Fig. 1: run 1, floorplan with the power grid
(4 px per um) Pins as bars on the die edge. Tap cells in grey.
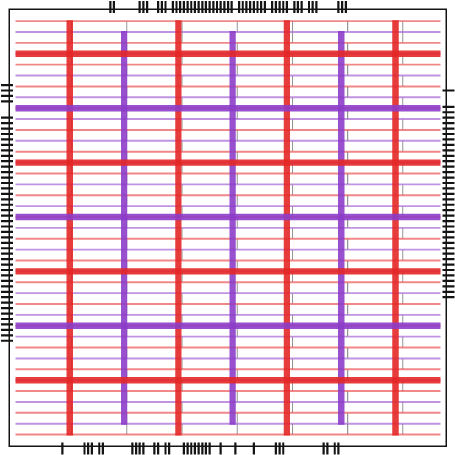
Fig. 2: run 1, cell classes on the final placement
(4 px per um) Fill, decap, tap and diode cells in grey.
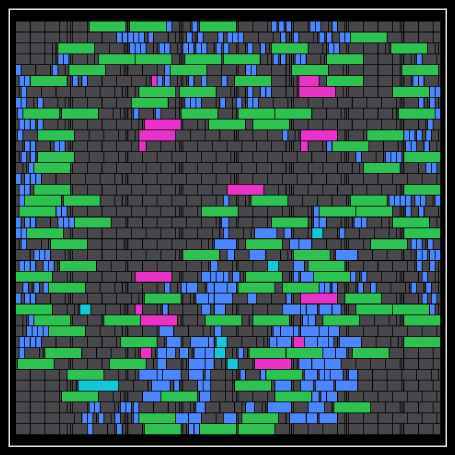
Fig. 3: run 1, routed clock nets over the placement
(3 px per um)
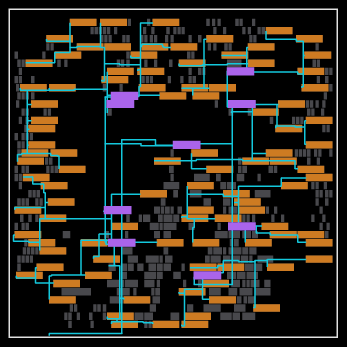
[src/rtl/cache_fill_ctrl_if.sv]
// rtl/cache_fill_ctrl_if.sv - AXI read-data channel bundle feeding the cache fill controller
// Signals:
//   rvalid, rdata[DW], rresp[2], rlast : driven by the AXI source (master)
//   rready                             : driven by the fill controller (slave)
interface cache_fill_ctrl_if #(
  parameter int DW = 64
);
  logic          rvalid;
  logic [DW-1:0] rdata;
  logic [1:0]    rresp;
  logic          rlast;
  logic          rready;

  modport master (output rvalid, rdata, rresp, rlast, input rready);
  modport slave  (input rvalid, rdata, rresp, rlast, output rready);
endinterface

[src/rtl/cache_fill_ctrl.sv]
// rtl/cache_fill_ctrl.sv - fills one of two ping-pong caches from an AXI read burst
// Ports:
//   clock, resetn (async, active-low)
//   start/beats/lastBytes : burst fill request, beat count and valid bytes of final beat
//   abort                 : synchronous cancel back to IDLE
//   drainEmpty            : the other cache is empty, so the caches may swap
//   axi (slave)           : AXI R channel (rvalid, rdata, rresp, rlast in; rready out)
//   wrEn/wrAddr/wrData/wrByteCnt : registered cache write port
//   fillSel               : cache currently being filled
//   busy, fillDone, respErr, lastErr, cfgErr : status
module cache_fill_ctrl #(
  parameter int CACHE_WIDTH = 8,
  parameter int CACHE_DEPTH = 16,
  localparam int DW = CACHE_WIDTH * 8,
  localparam int AW = ($clog2(CACHE_DEPTH - 1) > 0) ? $clog2(CACHE_DEPTH - 1) : 1,
  localparam int BW = $clog2(CACHE_DEPTH) + 1,
  localparam int CW = $clog2(CACHE_WIDTH) + 1
) (
  input  logic             clock,
  input  logic             resetn,
  input  logic             start,
  input  logic [BW-1:0]    beats,
  input  logic [CW-1:0]    lastBytes,
  input  logic             abort,
  input  logic             drainEmpty,
  cache_fill_ctrl_if.slave axi,
  output logic             wrEn,
  output logic [AW-1:0]    wrAddr,
  output logic [DW-1:0]    wrData,
  output logic [CW-1:0]    wrByteCnt,
  output logic             fillSel,
  output logic             busy,
  output logic             fillDone,
  output logic             respErr,
  output logic             lastErr,
  output logic             cfgErr
);

  typedef enum logic [1:0] {IDLE = 2'd0, FILL = 2'd1, SWAP = 2'd2} state_t;

  state_t        state;
  state_t        state_next;
  logic [BW-1:0] beats_q;
  logic [CW-1:0] last_bytes_q;
  logic [AW-1:0] addr;
  logic [BW-1:0] beat_cnt;

  logic beats_ok;
  logic hs;
  logic final_beat;
  logic burst_end;

  assign beats_ok   = (beats != '0) && (beats <= BW'(CACHE_DEPTH));
  assign hs         = axi.rvalid & axi.rready;
  // beat_cnt counts beats already accepted, so the final beat is the one
  // arriving when beats_q-1 have been taken.
  assign final_beat = (beat_cnt == beats_q - BW'(1));
  // An early rlast terminates the burst just like the final counted beat.
  assign burst_end  = hs & (final_beat | axi.rlast);

  always_ff @(posedge clock or negedge resetn) begin
    if (!resetn) begin
      state <= IDLE;
    end else begin
      state <= state_next;
    end
  end

  always_comb begin
    state_next = state;
    if (abort) begin
      state_next = IDLE;
    end else begin
      case (state)
        IDLE:    if (start && beats_ok) state_next = FILL;
        FILL:    if (burst_end) state_next = SWAP;
        SWAP:    if (drainEmpty) state_next = IDLE;
        default: state_next = IDLE;
      endcase
    end
  end

  // rready depends on state only, so a beat offered in the abort cycle is
  // still accepted and written.
  always_comb begin
    axi.rready = 1'b0;
    busy       = 1'b0;
    case (state)
      FILL: begin
        axi.rready = 1'b1;
        busy       = 1'b1;
      end
      SWAP:    busy = 1'b1;
      default: ;
    endcase
  end

  always_ff @(posedge clock or negedge resetn) begin
    if (!resetn) begin
      beats_q      <= '0;
      last_bytes_q <= '0;
      addr         <= '0;
      beat_cnt     <= '0;
      wrEn         <= 1'b0;
      wrAddr       <= '0;
      wrData       <= '0;
      wrByteCnt    <= '0;
      fillSel      <= 1'b0;
      fillDone     <= 1'b0;
      respErr      <= 1'b0;
      lastErr      <= 1'b0;
      cfgErr       <= 1'b0;
    end else begin
      wrEn     <= 1'b0;
      fillDone <= 1'b0;
      cfgErr   <= 1'b0;

      if (state == IDLE && start && !abort) begin
        if (beats_ok) begin
          beats_q      <= beats;
          last_bytes_q <= lastBytes;
          addr         <= '0;
          beat_cnt     <= '0;
          respErr      <= 1'b0;
          lastErr      <= 1'b0;
        end else begin
          cfgErr <= 1'b1;
        end
      end

      if (hs) begin
        wrEn   <= 1'b1;
        wrAddr <= addr;
        wrData <= axi.rdata;
        if (final_beat) begin
          wrByteCnt <= (last_bytes_q == '0) ? CW'(CACHE_WIDTH) : last_bytes_q;
        end else begin
          wrByteCnt <= CW'(CACHE_WIDTH);
        end
        if (addr != AW'(CACHE_DEPTH - 1)) addr <= addr + AW'(1);
        if (beat_cnt != BW'(CACHE_DEPTH)) beat_cnt <= beat_cnt + BW'(1);
        if (axi.rresp != 2'd0) respErr <= 1'b1;
        // Mismatch in either direction: rlast missing on the final beat or
        // arriving before it.
        if (final_beat != axi.rlast) lastErr <= 1'b1;
      end

      if (state == FILL && burst_end && !abort) fillDone <= 1'b1;

      if (state == SWAP && drainEmpty && !abort) fillSel <= ~fillSel;
    end
  end

endmodule

[src/flat_wrapper.sv]
// flat-port wrapper written by rule: the top's interface ports become plain ports
module cache_fill_ctrl_flat 
#(
  parameter int CACHE_WIDTH = 8,
  parameter int CACHE_DEPTH = 16,
  localparam int DW = CACHE_WIDTH * 8,
  localparam int AW = ($clog2(CACHE_DEPTH - 1) > 0) ? $clog2(CACHE_DEPTH - 1) : 1,
  localparam int BW = $clog2(CACHE_DEPTH) + 1,
  localparam int CW = $clog2(CACHE_WIDTH) + 1
)
  (clock, resetn, start, beats, lastBytes, abort, drainEmpty, wrEn, wrAddr, wrData, wrByteCnt, fillSel, busy, fillDone, respErr, lastErr, cfgErr, axi_rvalid, axi_rdata, axi_rresp, axi_rlast, axi_rready);
  cache_fill_ctrl_if #(.DW((CACHE_WIDTH * 8))) axi_i ();
  input  logic clock;
  input  logic resetn;
  input  logic start;
  input  logic [BW-1:0] beats;
  input  logic [CW-1:0] lastBytes;
  input  logic abort;
  input  logic drainEmpty;
  output logic wrEn;
  output logic [AW-1:0] wrAddr;
  output logic [DW-1:0] wrData;
  output logic [CW-1:0] wrByteCnt;
  output logic fillSel;
  output logic busy;
  output logic fillDone;
  output logic respErr;
  output logic lastErr;
  output logic cfgErr;
  input wire logic [$bits(axi_i.rvalid)-1:0] axi_rvalid;
  input wire logic [$bits(axi_i.rdata)-1:0] axi_rdata;
  input wire logic [$bits(axi_i.rresp)-1:0] axi_rresp;
  input wire logic [$bits(axi_i.rlast)-1:0] axi_rlast;
  output wire logic [$bits(axi_i.rready)-1:0] axi_rready;
  assign axi_i.rvalid = axi_rvalid;
  assign axi_i.rdata = axi_rdata;
  assign axi_i.rresp = axi_rresp;
  assign axi_i.rlast = axi_rlast;
  assign axi_rready = axi_i.rready;
  cache_fill_ctrl #(.CACHE_WIDTH(CACHE_WIDTH), .CACHE_DEPTH(CACHE_DEPTH)) u_core (.clock(clock), .resetn(resetn), .start(start), .beats(beats), .lastBytes(lastBytes), .abort(abort), .drainEmpty(drainEmpty), .axi(axi_i), .wrEn(wrEn), .wrAddr(wrAddr), .wrData(wrData), .wrByteCnt(wrByteCnt), .fillSel(fillSel), .busy(busy), .fillDone(fillDone), .respErr(respErr), .lastErr(lastErr), .cfgErr(cfgErr));
endmodule
[config.mk]
export PLATFORM = sky130hd
export DESIGN_NAME = cache_fill_ctrl_flat
export DESIGN_NICKNAME = d
export VERILOG_FILES = /design/src/rtl/cache_fill_ctrl_if.sv /design/src/rtl/cache_fill_ctrl.sv /design/src/flat_wrapper.sv
export SDC_FILE = /design/constraint.sdc
export NUM_CORES = 1
export LEC_CHECK = 0
export CAP_MARGIN = 20
export CORE_UTILIZATION = 36
export DETAILED_ROUTE_END_ITERATION = 10
export DONT_BUFFER_PORTS = 1
export MAX_ROUTING_LAYER = met4
export SYNTH_ARGS = -nofsm -noshare
export SYNTH_HDL_FRONTEND = slang
export SYNTH_SLANG_ARGS = --single-unit
[constraint.sdc]
create_clock -name clock -period 2.8 [get_ports clock]
set_input_delay 0.42 -clock clock [delete_from_list [all_inputs] [get_ports clock]]
set_output_delay 0.42 -clock clock [all_outputs]
set_load 0.03 [all_outputs]
==> flow_metrics.env, run 1 <==
# flow metrics
export IMPL_intPower_mw=3.16
export IMPL_r2r_cells=10
export IMPL_sequentialPowerShare_pct=59.5
export IMPL_drt_pass1_iterations=4
export IMPL_p_sw_mw=2.69
export IMPL_routed_wl_um=8830
export IMPL_violations="hold timing"
export IMPL_postPlaceCellArea_mm2=0.00425
export IMPL_timing_hold_ws_ns=-0.0563
export IMPL_powerDensity_mw_per_mm2=1280
export IMPL_r2r_end="u_core.state[1]"
export IMPL_endpoint_kind="flip-flop"
export IMPL_tool_warnings=30
export IMPL_reg_top3="u_core.wrData (64), u_core.beat_cnt (5), u_core.beats_q (5)"
export IMPL_cts_buffers=9
export IMPL_grtUsageMet1_pct=19.5
export IMPL_num_tap_cells=140
export IMPL_hold_viol_final=17
export IMPL_synth_top_area_share_pct=59.6
export IMPL_nets=521
export IMPL_synth_cells=431
export IMPL_slew_violations=0
export IMPL_largestClassByArea="registers"
export IMPL_finalInstanceArea_mm2=0.00456
export IMPL_cp_required_ns=3.06
export IMPL_status="finished with violations"
export IMPL_cts_tree="done"
export IMPL_overflow=0
export IMPL_power_leakage_nw=2.29
export IMPL_clk_latency_ns=0.33
export IMPL_nNonClkBuffers=7
export IMPL_via_per_inst=4.87
export IMPL_cpMostUsedCell="ha_1"
export IMPL_io_pins=162
export IMPL_die_x_um=109
export IMPL_postCtsSetupRepairBufs=0
export IMPL_nClkBuffers=11
export IMPL_fillers=1086
export IMPL_ys_warn_count=0
export IMPL_drc=0
export IMPL_rsz0062_at_grt="no"
export IMPL_synthTopCellsByCount="nand2_1, dfrtp_1, clkbuf_1"
export IMPL_yosysChipArea_mm2=0.00411
export IMPL_yosysSeqAreaShare_pct=59.6
export IMPL_grt_max_degree=99
## Picture notes: Fig. 1
colour	net
red	VSS
purple	VDD
met4 straps	7
tap cells	140

## Picture notes: Fig. 2
colour	class	cells	share of their area
blue	all other logic	314	36%
green	flip-flops	98	56%
magenta	clock drivers and dummy loads	16	6.2%
cyan	other buffers and delay cells	7	1.7%
post-layout util: 41.5%
# rows: 38

## Picture notes: Fig. 3
[cyan] clock wires | length: 1,260 um
[orange] flip-flops | count: 98
[purple] cells driving clock nets | count: 9
routed clock nets	10

==> run 1 -> run 2 <==
--- a/config.mk
+++ b/config.mk
@@ -6,10 +6,13 @@
 export NUM_CORES = 1
 export LEC_CHECK = 0
 export CAP_MARGIN = 20
+export CORE_MARGIN = 8
 export CORE_UTILIZATION = 36
+export CTS_BUF_LIST = sky130_fd_sc_hd__clkbuf_4 sky130_fd_sc_hd__clkbuf_8
 export DETAILED_ROUTE_END_ITERATION = 10
 export DONT_BUFFER_PORTS = 1
 export MAX_ROUTING_LAYER = met4
+export PLACE_DENSITY = 0.56
 export SYNTH_ARGS = -nofsm -noshare
 export SYNTH_HDL_FRONTEND = slang
 export SYNTH_SLANG_ARGS = --single-unit
==> run 2 against run 1 <==
The flow now finishes without violations. Clock skew up 0.0089 ns. Sequential share of layout area up 0.31 points. Routed wire length up 13%. Non-clock buffer count up 2. Via count up 0.78%. First-iteration DRC count down 27%. Register-to-register slack about the same. Largest power group unchanged.
==> flow_metrics.env, run 2 <==
# flow metrics
export IMPL_status="complete, no violations"
export IMPL_ys_warn_count=0
export IMPL_routed_wl_um=10000
export IMPL_die_x_um=123
export IMPL_largestClassByArea="registers"
export IMPL_hp_class="in -> reg"
export IMPL_cp_required_ns=3.07
export IMPL_finalInstanceArea_mm2=0.00453
export IMPL_postPlaceCellArea_mm2=0.00427
export IMPL_synth_top_area_share_pct=59.6
export IMPL_num_tap_cells=143
export IMPL_drt_pass1_iterations=4
export IMPL_yosysChipArea_mm2=0.00411
export IMPL_postCtsSetupRepairBufs=0
export IMPL_critical_path_top_delay_family="AND-OR/OR-AND gates"
export IMPL_via_per_inst=4.87
export IMPL_compound_area_share_pct=4.56
export IMPL_cts_tree="done"
export IMPL_synthTopCellsByCount="nand2_1, dfrtp_1, clkbuf_1"
export IMPL_powerDensity_mw_per_mm2=1270
export IMPL_clock_skew_ns=0.0116
export IMPL_reg_top3="u_core.wrData (64), u_core.beat_cnt (5), u_core.beats_q (5)"
export IMPL_synth_cells=431
export IMPL_fillers=1098
export IMPL_nets=523
export IMPL_endpoint_kind="flip-flop"
export IMPL_timing_hold_ws_ns=0.119
export IMPL_clk_latency_ns=0.36
export IMPL_n_antenna_cell=2
export IMPL_drc=0
export IMPL_grt_busiest_layer="met2"
export IMPL_nNonClkBuffers=9
export IMPL_p_sw_mw=2.67
export IMPL_rsz0062_at_grt="no"
export IMPL_sequentialPowerShare_pct=60.7
export IMPL_cts_buffers=9
export IMPL_tool_warnings=30
export IMPL_intPower_mw=3.10
export IMPL_comb_area_mm2=0.00154
export IMPL_r2r_cells=10
export IMPL_largestPowerGroup="registers"
export IMPL_slew_violations=0
export IMPL_nClkBuffers=13
export IMPL_grt_max_degree=99
export IMPL_gp_congestion=0.769
export IMPL_cp_start_kind="flip-flop"
export IMPL_hold_viol_final=0
export IMPL_r2r_end="u_core.state[1]"
export IMPL_fmax_mhz=406
export IMPL_io_pins=162
export IMPL_overflow=0
export IMPL_grtUsageMet1_pct=15.8
export IMPL_cpMostUsedCell="ha_1"
export IMPL_io_buffer_count=0
export IMPL_syn_area_mm2=0.00411
export IMPL_yosysSeqAreaShare_pct=59.6
Fig. 4: run 2, signal wires by layer
(4 px per um)
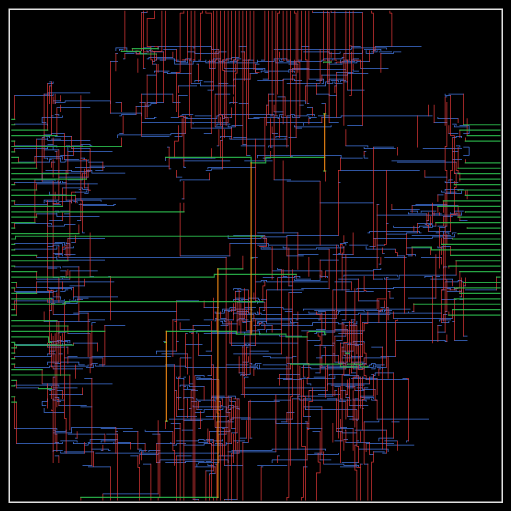
colour	layer	wire length
blue	met1	4,190 um
green	met3	1,100 um
orange	met4	137 um
red	met2	4,590 um

Fig. 5: run 2, cell classes on the final placement
(4 px per um) Fill, decap, tap and diode cells in grey.
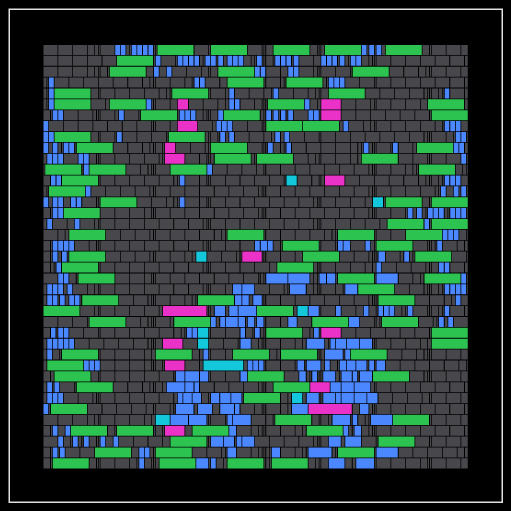
colour	class	cells	share of their area
cyan	other buffers and delay cells	9	2.1%
blue	all other logic	314	36%
green	flip-flops	98	56%
magenta	clock drivers and dummy loads	15	5.2%
# rows: 39
sequential share of cell area: 54.1%
post-layout util: 40.2%

Power figures rest on the tool's default switching activity, not on a simulated workload.
